==> src/rtl/roi_axis_crop.sv <==
// rtl/roi_axis_crop.sv - AXI4-Stream video ROI crop with per-frame latched, normalised corners.
// Optional ROI_FRAME_LAST_EN: m_tlast_o marks only the final ROI pixel of the frame.
module roi_axis_crop #(
  parameter int MAX_WIDTH  = 2048,
  parameter int MAX_HEIGHT = 2048,
  parameter int CHANNELS   = 3,
  parameter int BIT_CHAN   = 8,
  parameter int BIT_COORD  = 32
) (
  input  logic                         clk_i,
  input  logic                         arst_ni,
  input  logic [CHANNELS*BIT_CHAN-1:0] s_tdata_i,
  input  logic                         s_tvalid_i,
  output logic                         s_tready_o,
  input  logic                         s_tuser_i,
  input  logic                         s_tlast_i,
  input  logic [15:0]                  frame_w_i,
  input  logic [15:0]                  frame_h_i,
  input  logic [BIT_COORD-1:0]         xy_0_i,
  input  logic [BIT_COORD-1:0]         xy_1_i,
  output logic [CHANNELS*BIT_CHAN-1:0] m_tdata_o,
  output logic                         m_tvalid_o,
  input  logic                         m_tready_i,
  output logic                         m_tuser_o,
  output logic                         m_tlast_o,
  output logic                         roi_err_o,
  output logic                         frame_done_o
);

  localparam int DW = CHANNELS * BIT_CHAN;
  localparam int XW = $clog2(MAX_WIDTH);
  localparam int YW = $clog2(MAX_HEIGHT);
  localparam int HW = BIT_COORD / 2;

  typedef enum logic [1:0] {
    S_IDLE   = 2'd0,
    S_ACTIVE = 2'd1,
    S_SKIP   = 2'd2
  } state_t;

  state_t          r_state;
  state_t          w_state_nxt;

  logic [XW-1:0]   r_x;
  logic [YW-1:0]   r_y;
  logic [HW-1:0]   r_xl, r_xr, r_yt, r_yb;
  logic [15:0]     r_fw, r_fh;

  logic [DW-1:0]   r_m_tdata;
  logic            r_m_tvalid;
  logic            r_m_tuser;
  logic            r_m_tlast;
  logic            r_roi_err;
  logic            r_frame_done;

  logic            w_in_hs;
  logic            w_sof;
  logic [HW-1:0]   w_x0, w_y0, w_x1, w_y1;
  logic [HW-1:0]   w_xl_in, w_xr_in, w_yt_in, w_yb_in;
  logic            w_roi_ok;
  logic [HW-1:0]   w_xl, w_xr, w_yt, w_yb;
  logic [15:0]     w_fw, w_fh;
  logic [XW-1:0]   w_cx;
  logic [YW-1:0]   w_cy;
  logic [HW-1:0]   w_cxh, w_cyh;
  logic            w_wrap;
  logic            w_frame_end;
  logic            w_in_frame;
  logic            w_inside;
  logic            w_active;
  logic            w_load;
  logic            w_tuser_nxt;
  logic            w_tlast_nxt;
  logic            w_done_nxt;
  logic            w_err_nxt;

  assign s_tready_o = !r_m_tvalid | m_tready_i;
  assign w_in_hs    = s_tvalid_i & s_tready_o;
  assign w_sof      = w_in_hs & s_tuser_i;

  // Corner normalisation: any corner order yields the same rectangle.
  assign w_x0    = xy_0_i[BIT_COORD-1:HW];
  assign w_y0    = xy_0_i[HW-1:0];
  assign w_x1    = xy_1_i[BIT_COORD-1:HW];
  assign w_y1    = xy_1_i[HW-1:0];
  assign w_xl_in = (w_x0 < w_x1) ? w_x0 : w_x1;
  assign w_xr_in = (w_x0 < w_x1) ? w_x1 : w_x0;
  assign w_yt_in = (w_y0 < w_y1) ? w_y0 : w_y1;
  assign w_yb_in = (w_y0 < w_y1) ? w_y1 : w_y0;
  assign w_roi_ok = ({16'd0, w_xr_in} < {{HW{1'b0}}, frame_w_i}) &
                    ({16'd0, w_yb_in} < {{HW{1'b0}}, frame_h_i});

  // The SOF beat itself sits at (0,0) and is judged against the values being latched.
  assign w_xl = w_sof ? w_xl_in   : r_xl;
  assign w_xr = w_sof ? w_xr_in   : r_xr;
  assign w_yt = w_sof ? w_yt_in   : r_yt;
  assign w_yb = w_sof ? w_yb_in   : r_yb;
  assign w_fw = w_sof ? frame_w_i : r_fw;
  assign w_fh = w_sof ? frame_h_i : r_fh;
  assign w_cx = w_sof ? '0 : r_x;
  assign w_cy = w_sof ? '0 : r_y;
  assign w_cxh = HW'(w_cx);
  assign w_cyh = HW'(w_cy);

  assign w_wrap      = s_tlast_i | (16'(w_cx) == (w_fw - 16'd1));
  assign w_frame_end = w_wrap & (16'(w_cy) == (w_fh - 16'd1));
  assign w_in_frame  = w_sof | (r_state != S_IDLE);
  assign w_inside    = (w_cxh >= w_xl) & (w_cxh <= w_xr) &
                       (w_cyh >= w_yt) & (w_cyh <= w_yb);
  assign w_active    = w_sof ? w_roi_ok : (r_state == S_ACTIVE);

  always_ff @(posedge clk_i or negedge arst_ni) begin
    if (!arst_ni) begin
      r_state <= S_IDLE;
    end else begin
      r_state <= w_state_nxt;
    end
  end

  always_comb begin
    w_state_nxt = r_state;
    if (w_sof) begin
      if (w_frame_end) begin
        w_state_nxt = S_IDLE;
      end else if (w_roi_ok) begin
        w_state_nxt = S_ACTIVE;
      end else begin
        w_state_nxt = S_SKIP;
      end
    end else if (w_in_hs && (r_state != S_IDLE) && w_frame_end) begin
      w_state_nxt = S_IDLE;
    end
  end

  always_comb begin
    w_load      = w_in_hs & w_active & w_inside;
    w_tuser_nxt = (w_cxh == w_xl) & (w_cyh == w_yt);
`ifdef ROI_FRAME_LAST_EN
    w_tlast_nxt = (w_cxh == w_xr) & (w_cyh == w_yb);
`else
    w_tlast_nxt = (w_cxh == w_xr);
`endif
    w_done_nxt  = w_in_hs & w_in_frame & w_frame_end;
    w_err_nxt   = w_sof & !w_roi_ok;
  end

  always_ff @(posedge clk_i or negedge arst_ni) begin
    if (!arst_ni) begin
      r_x  <= '0;
      r_y  <= '0;
      r_xl <= '0;
      r_xr <= '0;
      r_yt <= '0;
      r_yb <= '0;
      r_fw <= '0;
      r_fh <= '0;
    end else begin
      if (w_sof) begin
        r_xl <= w_xl_in;
        r_xr <= w_xr_in;
        r_yt <= w_yt_in;
        r_yb <= w_yb_in;
        r_fw <= frame_w_i;
        r_fh <= frame_h_i;
      end
      if (w_in_hs && w_in_frame) begin
        r_x <= w_wrap ? '0 : (w_cx + XW'(1));
        if (w_frame_end) begin
          r_y <= '0;
        end else if (w_wrap) begin
          r_y <= w_cy + YW'(1);
        end else begin
          r_y <= w_cy;
        end
      end
    end
  end

  // Single output stage; in_hs already implies the stage is free or draining.
  always_ff @(posedge clk_i or negedge arst_ni) begin
    if (!arst_ni) begin
      r_m_tdata    <= '0;
      r_m_tvalid   <= 1'b0;
      r_m_tuser    <= 1'b0;
      r_m_tlast    <= 1'b0;
      r_roi_err    <= 1'b0;
      r_frame_done <= 1'b0;
    end else begin
      r_roi_err    <= w_err_nxt;
      r_frame_done <= w_done_nxt;
      if (w_load) begin
        r_m_tdata  <= s_tdata_i;
        r_m_tvalid <= 1'b1;
        r_m_tuser  <= w_tuser_nxt;
        r_m_tlast  <= w_tlast_nxt;
      end else if (m_tready_i) begin
        r_m_tvalid <= 1'b0;
        r_m_tuser  <= 1'b0;
        r_m_tlast  <= 1'b0;
      end
    end
  end

  assign m_tdata_o    = r_m_tdata;
  assign m_tvalid_o   = r_m_tvalid;
  assign m_tuser_o    = r_m_tuser;
  assign m_tlast_o    = r_m_tlast;
  assign roi_err_o    = r_roi_err;
  assign frame_done_o = r_frame_done;

endmodule
==> config.mk <==
export PLATFORM = sky130hd
export DESIGN_NAME = roi_axis_crop
export DESIGN_NICKNAME = d
export VERILOG_FILES = /design/src/rtl/roi_axis_crop.sv
export SDC_FILE = /design/constraint.sdc
export NUM_CORES = 1
export LEC_CHECK = 0
export ABC_AREA = 0
export CORE_ASPECT_RATIO = 0.9
export CORE_MARGIN = 2
export CORE_UTILIZATION = 42
export DETAILED_ROUTE_END_ITERATION = 6
export GPL_TIMING_DRIVEN = 1
export PLACE_DENSITY_LB_ADDON = 0.15
export SYNTH_ARGS = -nofsm -noshare
export SYNTH_HDL_FRONTEND = slang
export SYNTH_SLANG_ARGS = --single-unit
export TNS_END_PERCENT = 20
==> constraint.sdc <==
create_clock -name clk_i -period 5.1 [get_ports clk_i]
set_input_delay 1.02 -clock clk_i [delete_from_list [all_inputs] [get_ports clk_i]]
set_output_delay 1.02 -clock clk_i [all_outputs]
set_load 0.005 [all_outputs]
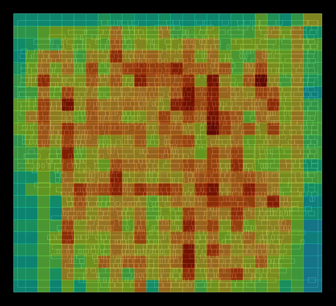
(track usage over the die)
met2 usage: 38.8%
WL/cell: 18.6 um
Overall Global Routing Usage: 25.8%
Final Util: 63.0%

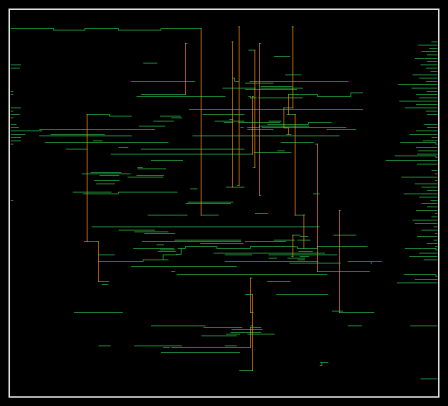
(wiring by layer)
Two of the layers only.
legend:
  met3:
    color: green
    wire_length: 2850 um
  met4:
    color: orange
    wire_length: 693 um

==> flow_metrics.py <==
# Synthesis and PnR figures
metrics = {
    "cells_and_area": {
        "lay_top_cells": "214 x buf_4, 149 x dfrtp_1, 123 x inv_1",
        "area_growth_pct": 47.0,
    },
    "detailed_routing": {
        "first_pass_iters": 5,
        "vias": 11400,
        "ant_nets": 0,
        "wl_met3_mm": 2.85,
        "met1_length_mm": 17.7,
    },
    "global_route": {
        "antenna_found_initial": 0,
        "grt_most_used_layer": "met2",
        "grt_pass1_vias": 10700,
    },
    "final_timing": {
        "worstMarginPinSlew_ns": 0.903,
        "setup-tns-final_ns": 0,
        "max_freq_ghz": 0.196,
        "relSlewSlack_pct": 39.8,
        "drv_slew": 0,
    },
    "placement": {
        "gp_congestion": 0.925,
        "dp_hpwl_mm": 28.0,
    },
    "setup_path": {
        "endpoint_kind": "flop",
        "critPathLaunchType": "input port",
        "crit_start": "xy_0_i[31]",
        "endpoint": "m_tdata_o[18]",
        "path_max_fanout": 6,
    },
    "cts": {
        "cts_tree": "yes",
    },
    "logic_synthesis": {
        "ys_top_cells_by_count": "149 x dfrtp_1, 148 x inv_1, 118 x nand2_1, 118 x nor2_1, 108 x ha_1",
        "synth_area_sq_um": 11200,
        "ys_seq_share_pct": 33.3,
        "ff_type": "dfrtp_1",
        "yosysTopAreaCell": "dfrtp_1",
    },
    "flow_run": {
        "cap_viol_max_count": 0,
    },
    "run_status": {
        "status": "finished, final reports clean",
    },
    "min_path": {
        "hold_depth": 2,
    },
}
-- repair_timing --
item / in CTS / in global routing
setup endpoints to repair: 27 / 31
resized: 18 / 228
hold buffers: 0 / 0
setup buffers: 2 / 26
pin swaps: 3 / 59
cloned: 0 / 6
-- sequential cells by signal, indices dropped and copies added (netlist names), 11 cells and up --
| name | count |
|---|---|
| r_xr | 16 |
| r_xl | 16 |
| r_fh | 16 |
| r_x | 11 |
| m_tdata_o | 24 |
| r_yt | 16 |
| r_fw | 16 |
| r_y | 11 |
| r_yb | 16 |
-- power breakdown --
| part | internal (uW) | switching, uW | leakage (uW) | total [uW] |
|---|---|---|---|---|
| Clock | 735 | 581 | 0.000290 | 1320 |
| Sequential | 1320 | 103 | 0.00185 | 1420 |
| Combinational | 737 | 774 | 0.00613 | 1510 |
| Total | 2790 | 1460 | 0.00828 | 4250 |
-- cell type report --
cell class	instances	area [sq um]
Clock inverter	15	171
Clock buffer	17	425
Multi-Input combinational cell	986	7580
Fill cell	2194	9670
Timing Repair Buffer	387	3570
Inverter	149	562
Tap cell	348	435
Sequential cell	149	3730
-- metrics by stage --
stage | area (sq um) | total power (uW) | instances | utilization [%]
after floorplan | 11300 | 2160 | 1341 | -
after global placement | 14600 | 2730 | 1986 | 55.7
after detailed placement | 14600 | 2760 | 1986 | 55.7
after CTS | 15200 | 4090 | 2020 | 58.3
after global routing | 16500 | 4480 | 2051 | 63.0
final | 16500 | 4250 | 2051 | 63.0
-- cell families after synthesis --
logic type / Yosys count / synth area share, %
xor gates and xnor gates: 27 / 2.11
DFF: 149 / 33.3
AOI/OAI and AO/OA: 352 / 20.2
muxes: 56 / 5.29
and+or+nand+nor: 442 / 19.8
adders and majority gates: 108 / 12.1
buffers and inverters: 207 / 7.28
Power figures rest on the tool's default switching activity, not on a simulated workload.
